### config.mk
export PLATFORM = sky130hd
export DESIGN_NAME = axi_reset_sequencer
export DESIGN_NICKNAME = d
export VERILOG_FILES = /design/src/rtl/axi_reset_sequencer.sv
export SDC_FILE = /design/constraint.sdc
export NUM_CORES = 1
export LEC_CHECK = 0
export CAP_MARGIN = 25
export CORE_UTILIZATION = 55
export DETAILED_ROUTE_END_ITERATION = 7
export GPL_TIMING_DRIVEN = 0
export MAX_ROUTING_LAYER = met4
export PLACE_DENSITY = 0.84
export SETUP_SLACK_MARGIN = 0.15
export SLEW_MARGIN = 20
export SYNTH_ARGS = -nofsm -noshare
export SYNTH_HDL_FRONTEND = slang
export SYNTH_SLANG_ARGS = --single-unit
export TNS_END_PERCENT = 20
### constraint.sdc
create_clock -name clock -period 6.26 [get_ports clock]
set_clock_uncertainty 0.2 [all_clocks]
set_input_delay 1.878 -clock clock [delete_from_list [all_inputs] [get_ports clock]]
set_output_delay 1.878 -clock clock [all_outputs]
set_load 0.05 [all_outputs]
### src/rtl/axi_reset_sequencer.sv
// Core reset sequencer that quiesces the mem AXI port before reset.
// Define RSTSEQ_DRAIN_TIMEOUT_EN to bound the DRAIN phase.
module axi_reset_sequencer #(
  parameter int HOLD_CYCLES   = 16,
  parameter int CNT_W         = 5,
  parameter int DRAIN_TIMEOUT = 1024
) (
  input  logic             clock,
  input  logic             reset_n,
  input  logic             mmcm_locked,
  input  logic             soft_reset_req,
  input  logic             ar_fire,
  input  logic             r_last_fire,
  input  logic             aw_fire,
  input  logic             b_fire,
  output logic             core_reset,
  output logic             axi_gate,
  output logic [CNT_W-1:0] rd_outstanding,
  output logic [CNT_W-1:0] wr_outstanding,
  output logic             proto_err,
  output logic             drain_timeout,
  output logic [1:0]       state
);

  typedef enum logic [1:0] {
    LOCKWAIT = 2'd0,
    HOLD     = 2'd1,
    RUN      = 2'd2,
    DRAIN    = 2'd3
  } st_t;

  localparam int HW =
    (HOLD_CYCLES > 1) ? $clog2(HOLD_CYCLES) : 1;
  localparam logic [HW-1:0] HOLD_LAST =
    HW'(HOLD_CYCLES - 1);
  localparam logic [CNT_W-1:0] CMAX = '1;

  st_t              cur;
  st_t              nxt;
  logic             lock_q;
  logic             lock_s;
  logic [HW-1:0]    hold_cnt;
  logic             drain_empty;
  logic             tmo_hit;
  logic             tmo_set;
  logic             cnt_en;
  logic [CNT_W:0]   rd_upd;
  logic [CNT_W:0]   wr_upd;

  // Returns {error, next value}; saturates at both ends.
  function automatic logic [CNT_W:0] bump(
    input logic [CNT_W-1:0] v,
    input logic             inc,
    input logic             dec
  );
    logic [CNT_W:0] r;
    r = {1'b0, v};
    if (inc && !dec) begin
      if (v == CMAX) r = {1'b1, v};
      else           r = {1'b0, v + 1'b1};
    end else if (dec && !inc) begin
      if (v == '0) r = {1'b1, v};
      else         r = {1'b0, v - 1'b1};
    end
    return r;
  endfunction

  assign drain_empty = (rd_outstanding == '0) &&
                       (wr_outstanding == '0);
  assign cnt_en = (cur == RUN) || (cur == DRAIN);
  assign rd_upd = bump(rd_outstanding, ar_fire,
                       r_last_fire);
  assign wr_upd = bump(wr_outstanding, aw_fire,
                       b_fire);
  assign state  = cur;

`ifdef RSTSEQ_DRAIN_TIMEOUT_EN
  localparam int DW = $clog2(DRAIN_TIMEOUT + 1);
  localparam logic [DW-1:0] DLAST =
    DW'(DRAIN_TIMEOUT - 1);

  logic [DW-1:0] drain_cnt;

  assign tmo_hit = (drain_cnt == DLAST);

  always_ff @(posedge clock or negedge reset_n) begin
    if (!reset_n) begin
      drain_cnt <= '0;
    end else if (cur != DRAIN) begin
      drain_cnt <= '0;
    end else if (!tmo_hit) begin
      drain_cnt <= drain_cnt + 1'b1;
    end
  end
`else
  assign tmo_hit = 1'b0;
`endif

  assign tmo_set = (cur == DRAIN) && lock_s &&
                   !drain_empty && tmo_hit;

  always_comb begin
    nxt = cur;
    unique case (cur)
      LOCKWAIT: begin
        if (lock_s) nxt = HOLD;
      end
      HOLD: begin
        if (!lock_s)                    nxt = LOCKWAIT;
        else if (hold_cnt == HOLD_LAST) nxt = RUN;
      end
      // Lock loss skips the drain: the clock is not trusted.
      RUN: begin
        if (!lock_s)             nxt = LOCKWAIT;
        else if (soft_reset_req) nxt = DRAIN;
      end
      DRAIN: begin
        if (!lock_s)          nxt = LOCKWAIT;
        else if (drain_empty) nxt = HOLD;
        else if (tmo_hit)     nxt = HOLD;
      end
      default: nxt = LOCKWAIT;
    endcase
  end

  always_ff @(posedge clock or negedge reset_n) begin
    if (!reset_n) begin
      cur            <= LOCKWAIT;
      lock_q         <= 1'b0;
      lock_s         <= 1'b0;
      hold_cnt       <= '0;
      core_reset     <= 1'b1;
      axi_gate       <= 1'b1;
      rd_outstanding <= '0;
      wr_outstanding <= '0;
      proto_err      <= 1'b0;
      drain_timeout  <= 1'b0;
    end else begin
      lock_q     <= mmcm_locked;
      lock_s     <= lock_q;
      cur        <= nxt;
      core_reset <= (nxt == LOCKWAIT) || (nxt == HOLD);
      axi_gate   <= (nxt != RUN);
      if ((cur == HOLD) && (nxt == HOLD))
        hold_cnt <= hold_cnt + 1'b1;
      else
        hold_cnt <= '0;
      // Burst counts only live while the core runs.
      if (cnt_en) begin
        rd_outstanding <= rd_upd[CNT_W-1:0];
        wr_outstanding <= wr_upd[CNT_W-1:0];
        proto_err      <= proto_err | rd_upd[CNT_W] |
                          wr_upd[CNT_W];
      end else begin
        rd_outstanding <= '0;
        wr_outstanding <= '0;
      end
      drain_timeout <= drain_timeout | tmo_set;
    end
  end

endmodule

==> reports/metrics.csv, run 1 <==
metric,value,unit
Net Sw Frac,23.93,%
Setup Buffers After CTS,0,
Setup Crit Path Kind,flop to output port,
Synth Seq Share,42.16,%
family with the most delay on the worst path,buffers and inverters,
CP Depth,1,
NetSw,53.78,uW
CP arrival,1.69,ns
Comb power frac,10.1,%
ant diodes,0,
"Req. time, crit path",4.18,ns
largest net degree at the start of global routing,22,
gr ovfl total,0,
CTS tree,built,
Worst path slowest cell,clkdlybuf4s50_1,
Period minus WS final,3.766,ns
Root Driver,clkbuf_4,
worst reg-to-reg path cell count,7,
adder share,8.991,%
setup tns final,0,ns
Synth Cell Area,1252,um2
asr flop ratio synth,100.0,%
tool warning count,30,
worst r2r src,rd_outstanding[0],
HP Start,lock_q,
mean post-synth cell area,10.10,um2
yosys cell count,124,
Most used DFF post-synth,dfrtp_1,
final setup violation count,0,
commonest cells in the netlist,"dfrtp_1, nor2_1, ha_1",
Resized Gates After CTS,0,
top-count cell post-synth,dfrtp_1,
internal power,170.9,uW
Clock Power Share,28.2,%
WL/cell,13.35,um
first-pass GRT wire length,4340,um
Startpoint Class,flop,
achievable frequency,265.5,MHz
most frequent cells in the layout,"clkdlybuf4s50_1, dfrtp_1, nor2_1",
XOR/XNOR Area Share,3.497,%
"Net Count, Synth",141,
Yosys chip area,1252,um2
I/O Pins,24,
DRC violations left,0,
multiplexer share of the synthesized area,0,%
final-report max-slew violation count,0,
H-tree levels,1,
fin nets,169,
Top area cell types,"dfrtp_1, ha_1, nor2_1",
dpl ws,2.569,ns
Peak VDD IR,0.0001757,V
worst rel slew slack,65.90,%
worst hold stages,0,
Final Worst Setup Slack,2.494,ns
Die Ht,49.72,um
total die size,2472,um2
Post-synth regs,21,
reg2reg end,rd_outstanding[2],
share of the synthesized area in the top cell type,37.96,%
"setup slack, reg-to-reg",3.80,ns
Top cell excl fill/tap,clkdlybuf4s50_1,
Crit Path Max Fanout,8,
P&R area growth vs syn,23.68,%
Post-synth EDFFs,0,
RSZ-0062 raised after global routing,no,
Routability Congestion,0.8397,
leak pwr,0.7203,nW
fin crit share,60.16,%
"Hold Vio Cnt, Final",0,
die extent in x,49.72,um
core area,2042,um2
Slew @ Worst Pin,0.5099,ns
DR iter-0 viols,28,
max cap viols,0,
status,finished clean,
CTS Hold Bufs,0,
post-DP HPWL,1769,um
CP endpoint kind,output port,
Latency at later pin,0.29,ns
Simple-Gate Area Share,24.78,%
clk buf depth,2,
Worst Hold End,lock_s,
HP Class,flop to flop,
share of power burned in registers,61.6,%
vias post-DR,1020,
# port buffers,22,
Critical Path End,rd_outstanding[2],
[run 1: state kept, by name, summed over array words and instances, names as in the netlist]
| signal | count |
|---|---|
| axi_gate | 1 |
| core_reset | 1 |
| hold_cnt | 4 |
| lock_q | 1 |
| lock_s | 1 |
| proto_err | 1 |
| rd_outstanding | 5 |
| state | 2 |
| wr_outstanding | 5 |
[run 1: power groups by stage]
| stage | logic (mW) | clock network [mW] | registers [mW] |
|---|---|---|---|
| 2_1_floorplan | 0.0101 | 0 | 0.142 |
| 3_3_place_gp | 0.0211 | 0 | 0.141 |
| 3_5_place_dp | 0.0215 | 0 | 0.141 |
| 4_1_cts | 0.0217 | 0.0651 | 0.139 |
| 5_1_grt | 0.0250 | 0.0713 | 0.139 |
| 6_report | 0.0227 | 0.0635 | 0.139 |
[run 1: layer usage]
metal,global-route usage [%],routed length [um],vias up
met1,30.66,1130,491
met4,4.286,17,0
met3,4.321,90,2
met5,-,0,-
li1,-,-,503
met2,38.06,1139,24
[run 1: cells by family after synthesis]
logic type	count (synthesis)
other	1
and+or+nand+nor	50
AOI/OAI and AO/OA	29
buffers and inverters	9
DFF	21
adders and majority gates	9
xor gates and xnor gates	5
[run 1: stage by stage]
stage | std cells | power [mW] | utilization, %
2_1_floorplan | 124 | 0.1521 | -
3_3_place_gp | 173 | 0.1621 | 73.77
3_5_place_dp | 173 | 0.1626 | 73.77
4_1_cts | 177 | 0.2254 | 75.12
5_1_grt | 178 | 0.2351 | 75.86
6_report | 178 | 0.2247 | 75.86
[run 1: cell type report]
class	count	area (um2)
buffer	2	11.26
clock buffer	3	22.52
clock inverter	1	5.005
fill	159	493.0
inverter	7	26.28
multi-input combinational	94	686.9
sequential	21	528.0
tap	27	33.78
timing repair buffer	23	235.2
Figure 1. Congestion heat map (run 1).
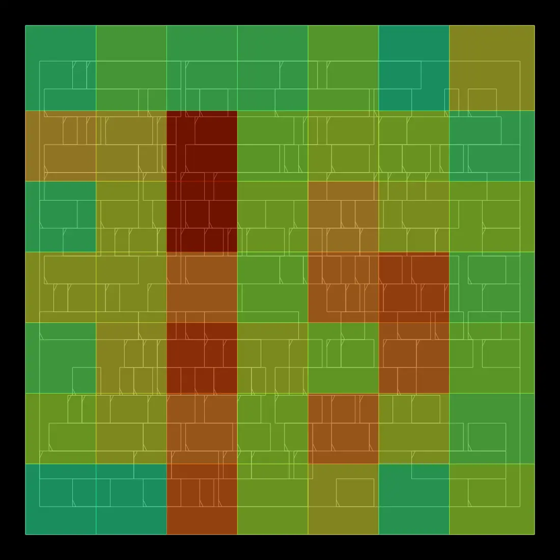
Global Route met1 Usage: 30.66%
GRT Total Usage: 23.36%
met3 Use GR: 4.321%

Figure 2. Gate families picked out (run 1).
Drawn at 8 px/um.
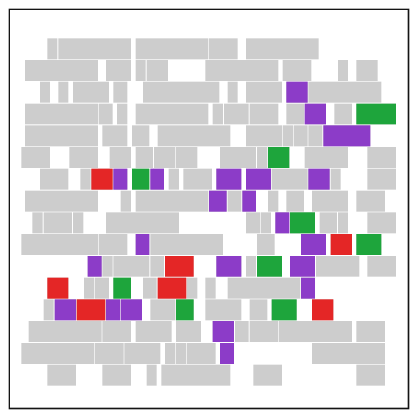
Key: green = and/or cells [cells 9, most used or3b_2]; purple = aoi and oai cells [cells 22, most used o21ai_0]; red = non-inverting ao/oa cells [cells 7, most used o21a_1]

Figure 3. Placed cells, one color a class (run 1).
Drawn at 8 px/um. Fill, decap, tap and diode cells in gray.
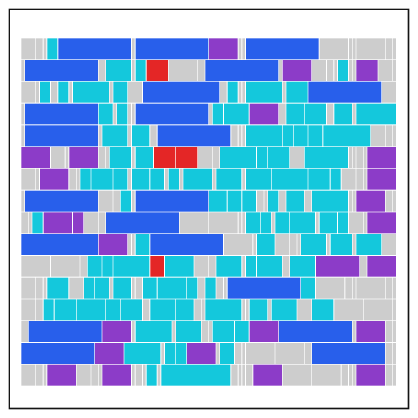
Key: cyan = remaining logic cells [cells 101, share of their area 47%]; purple = remaining buffers and delay cells [cells 25, share of their area 16%]; blue = registers [cells 21, share of their area 35%]; red = clock drivers and dummy loads [cells 4, share of their area 1.8%]
# rows: 16
final non-filler cell area: 1549 um2
flop share of the area: 34.09%
Post-Route Utilization: 75.86%

Figure 4. Sizing map (run 1).
Drawn at 8 px/um.
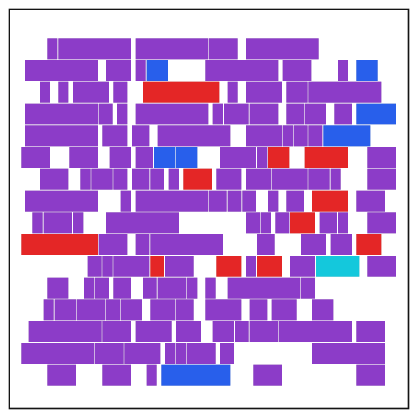
Key: cyan = x6 and larger [cells 1]; red = x2 [cells 11]; purple = x1 and smaller [cells 132]; blue = x3 and x4 [cells 7]

Figure 5. Metal 3 (run 1).
Drawn at 10 px/um.
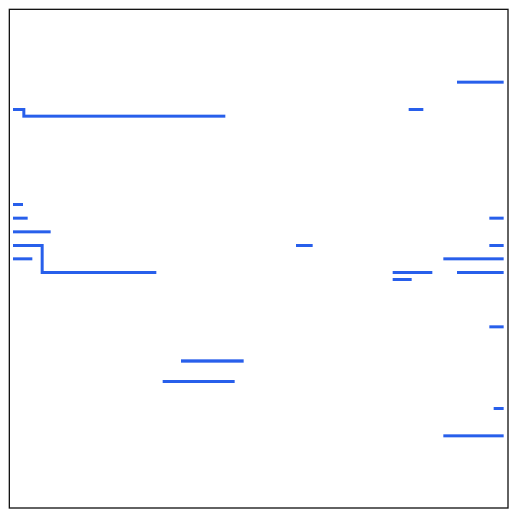

--- run 2 (diff from run 1) ---
--- a/config.mk
+++ b/config.mk
@@ -6,11 +6,11 @@
 export NUM_CORES = 1
 export LEC_CHECK = 0
 export CAP_MARGIN = 25
-export CORE_UTILIZATION = 55
+export CORE_UTILIZATION = 46
 export DETAILED_ROUTE_END_ITERATION = 7
 export GPL_TIMING_DRIVEN = 0
 export MAX_ROUTING_LAYER = met4
-export PLACE_DENSITY = 0.84
+export PLACE_DENSITY = 0.75
 export SETUP_SLACK_MARGIN = 0.15
 export SLEW_MARGIN = 20
 export SYNTH_ARGS = -nofsm -noshare
==> constraint.sdc (replaced) <==
create_clock -name clock -period 3.4 [get_ports clock]
set_clock_uncertainty 0.2 [all_clocks]
set_input_delay 1.02 -clock clock [delete_from_list [all_inputs] [get_ports clock]]
set_output_delay 1.02 -clock clock [all_outputs]
set_load 0.05 [all_outputs]
Figure 6. Metal 3 (run 2).
Drawn at 8 px/um.
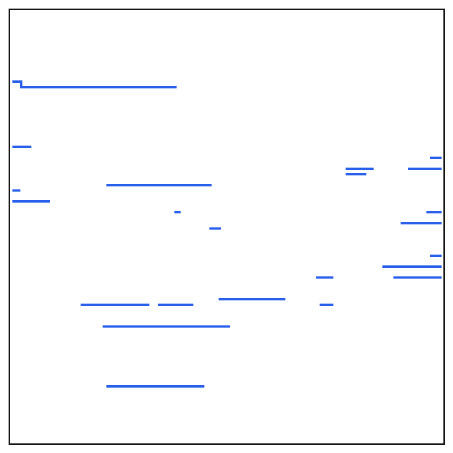
The wires run mostly horizontal. 20 nets have wire on it. The layer carries 125 um of wire. The layer holds 4.7% of the routed length. The longest straight run is 19.3 um.
vias post-DR: 1,034
met3 Use GR: 5.650%
Post-Route WL: 2637 um

Figure 7. Gate families picked out (run 2).
Drawn at 6 px/um.
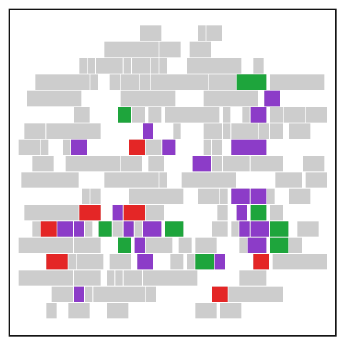
Key: red = non-inverting ao/oa cells [cells 7, most used o21a_1]; green = and/or cells [cells 9, most used or3b_2]; purple = aoi and oai cells [cells 22, most used o21ai_0]
Comb/total area: 44.82%
post-route insts no fill: 180
Top cell excl fill/tap: clkdlybuf4s50_1

==> reports/metrics.csv, run 2 <==
metric,value,unit,change
status,finished clean,,
fin crit share,86.39,%,
Simple-Gate Area Share,24.78,%,unchanged
Crit Path Max Fanout,8,,unchanged
gr ovfl total,0,,unchanged
adder share,8.991,%,unchanged
Startpoint Class,flop,,
worst reg-to-reg path cell count,7,,unchanged
ant diodes,0,,unchanged
tool warning count,30,,unchanged
P&R area growth vs syn,22.38,%,
max cap viols,0,,unchanged
Worst path slowest cell,clkdlybuf4s50_1,,
met1 WL,1140,um,+0.88%
I/O Pins,24,,unchanged
worst hold stages,0,,unchanged
Met3 Wirelength,124,um,+38%
mean post-synth cell area,10.10,um2,unchanged
RSZ-0062 raised after global routing,no,,
Root Driver,clkbuf_4,,
core area,2522,um2,+24%
Most used DFF post-synth,dfrtp_1,,
total die size,2935,um2,+19%
XOR/XNOR Area Share,3.497,%,unchanged
Setup Buffers After CTS,0,,unchanged
Routability Congestion,0.9041,,+7.7%
Clock Power Share,29.6,%,+1.4 points
Latency at later pin,0.31,ns,+0.02 ns
DRC violations left,0,,unchanged
Die Ht,54.18,um,+9.0%
H-tree levels,1,,unchanged
final non-filler cell area,1533,um2,-1.1%
commonest cells in the netlist,"dfrtp_1, nor2_1, ha_1",,
clk buf depth,2,,unchanged
Worst Hold End,lock_s,,
HP Start,lock_q,,
CP arrival,1.72,ns,+0.03 ns
"Net Count, Synth",141,,unchanged
worst rel slew slack,64.89,%,-1.0 points
Resized Gates After CTS,0,,unchanged
CP endpoint kind,output port,,
HP Class,flop to flop,,
Net Sw Frac,25.03,%,+1.1 points
first-pass GRT wire length,4360,um,+0.46%
achievable frequency,340.5,MHz,
# port buffers,22,,unchanged
top-count cell post-synth,dfrtp_1,,
Met2 Routed Length,1347,um,+18%
GRT Total Usage,22.13,%,-1.2 points
family with the most delay on the worst path,buffers and inverters,,
"setup slack, reg-to-reg",0.98,ns,-2.82 ns
Synth Cell Area,1252,um2,unchanged
final setup violation count,0,,unchanged
top flop regs,"rd_outstanding (5), wr_outstanding (5), hold_cnt (4)",,
Setup Crit Path Kind,flop to output port,,
internal power,312.9,uW,+83%
reg2reg end,rd_outstanding[2],,
CTS Hold Bufs,0,,unchanged
Top area cell types,"dfrtp_1, ha_1, nor2_1",,
yosys cell count,124,,unchanged
largest net degree at the start of global routing,22,,unchanged
DR iter-0 viols,15,,-46%
share of the synthesized area in the top cell type,37.96,%,unchanged
fin nets,168,,-0.59%
"Req. time, crit path",2.18,ns,-2.00 ns
asr flop ratio synth,100.0,%,unchanged
worst r2r src,rd_outstanding[0],,
"Hold Vio Cnt, Final",0,,unchanged
Figure 8. Congestion heat map (run 2).
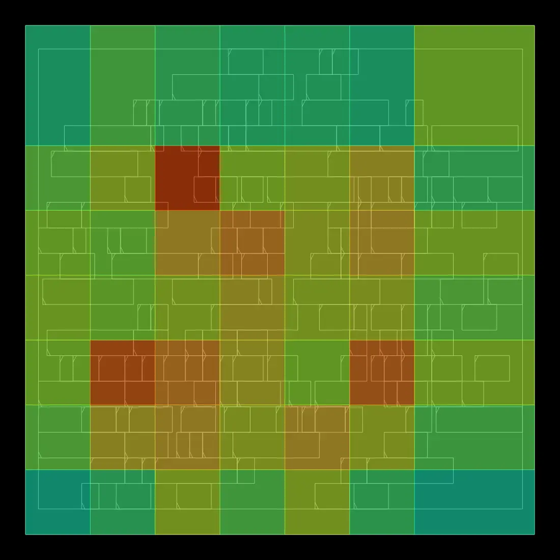
grt peak-use layer: met2
Post-Route Utilization: 60.76%
Global Route met1 Usage: 26.73%
WL/cell: 14.65 um
met2 usage: 36.18%

run 2: cell counts after synthesis:
Identical to the previous run, type by type.
run 2: cell families after synthesis:
| kind of cell | count (synthesis) |
|---|---|
| AND-OR/OR-AND | 29 |
| buffers and inverters | 9 |
| XOR/XNOR | 5 |
| adder cells (fa/ha/maj) | 9 |
| AND/OR/NAND/NOR | 50 |
| other | 1 |
| flip-flops | 21 |
run 2: layout make-up:
class,count,area (um2)
fill,206,989.7
multi-input combinational,94,686.9
sequential,21,528.0
timing repair buffer,22,215.2
tap,30,37.54
inverter,7,26.28
clock buffer,3,22.52
buffer,2,11.26
clock inverter,1,5.005
run 2: worst max path at each step:
stage,slack (ns),cells after the start,endpoint,startpoint
2_1_floorplan,0.90,7,rd_outstanding[2],rd_outstanding[0]
3_3_place_gp,0.57,5,rd_outstanding[2],ar_fire
3_5_place_dp,0.58,5,rd_outstanding[1],ar_fire
4_1_cts,0.45,1,rd_outstanding[2],rd_outstanding[2]
5_1_grt,0.40,1,wr_outstanding[2],wr_outstanding[2]
6_report,0.46,1,rd_outstanding[2],rd_outstanding[2]
run 2: per-stage QoR:
step / power [mW] / std cells / worst slack, ns
final: 0.4173 / 180 / 0.4628
after global routing: 0.4412 / 180 / 0.4014
after CTS: 0.4263 / 180 / 0.4512
after detailed placement: 0.2993 / 176 / 0.5808
after global placement: 0.2986 / 176 / 0.5718
after floorplan: 0.2801 / 124 / 0.9030
run 2: power by group through the flow:
stage	Clock (mW)	Combinational, mW	Sequential (mW)
floorplan	0	0.0187	0.261
global placement	0	0.0392	0.259
detailed placement	0	0.0395	0.260
CTS	0.131	0.0397	0.255
global route	0.142	0.0436	0.255
finish	0.123	0.0390	0.255
Power and IR drop assume default switching activity.
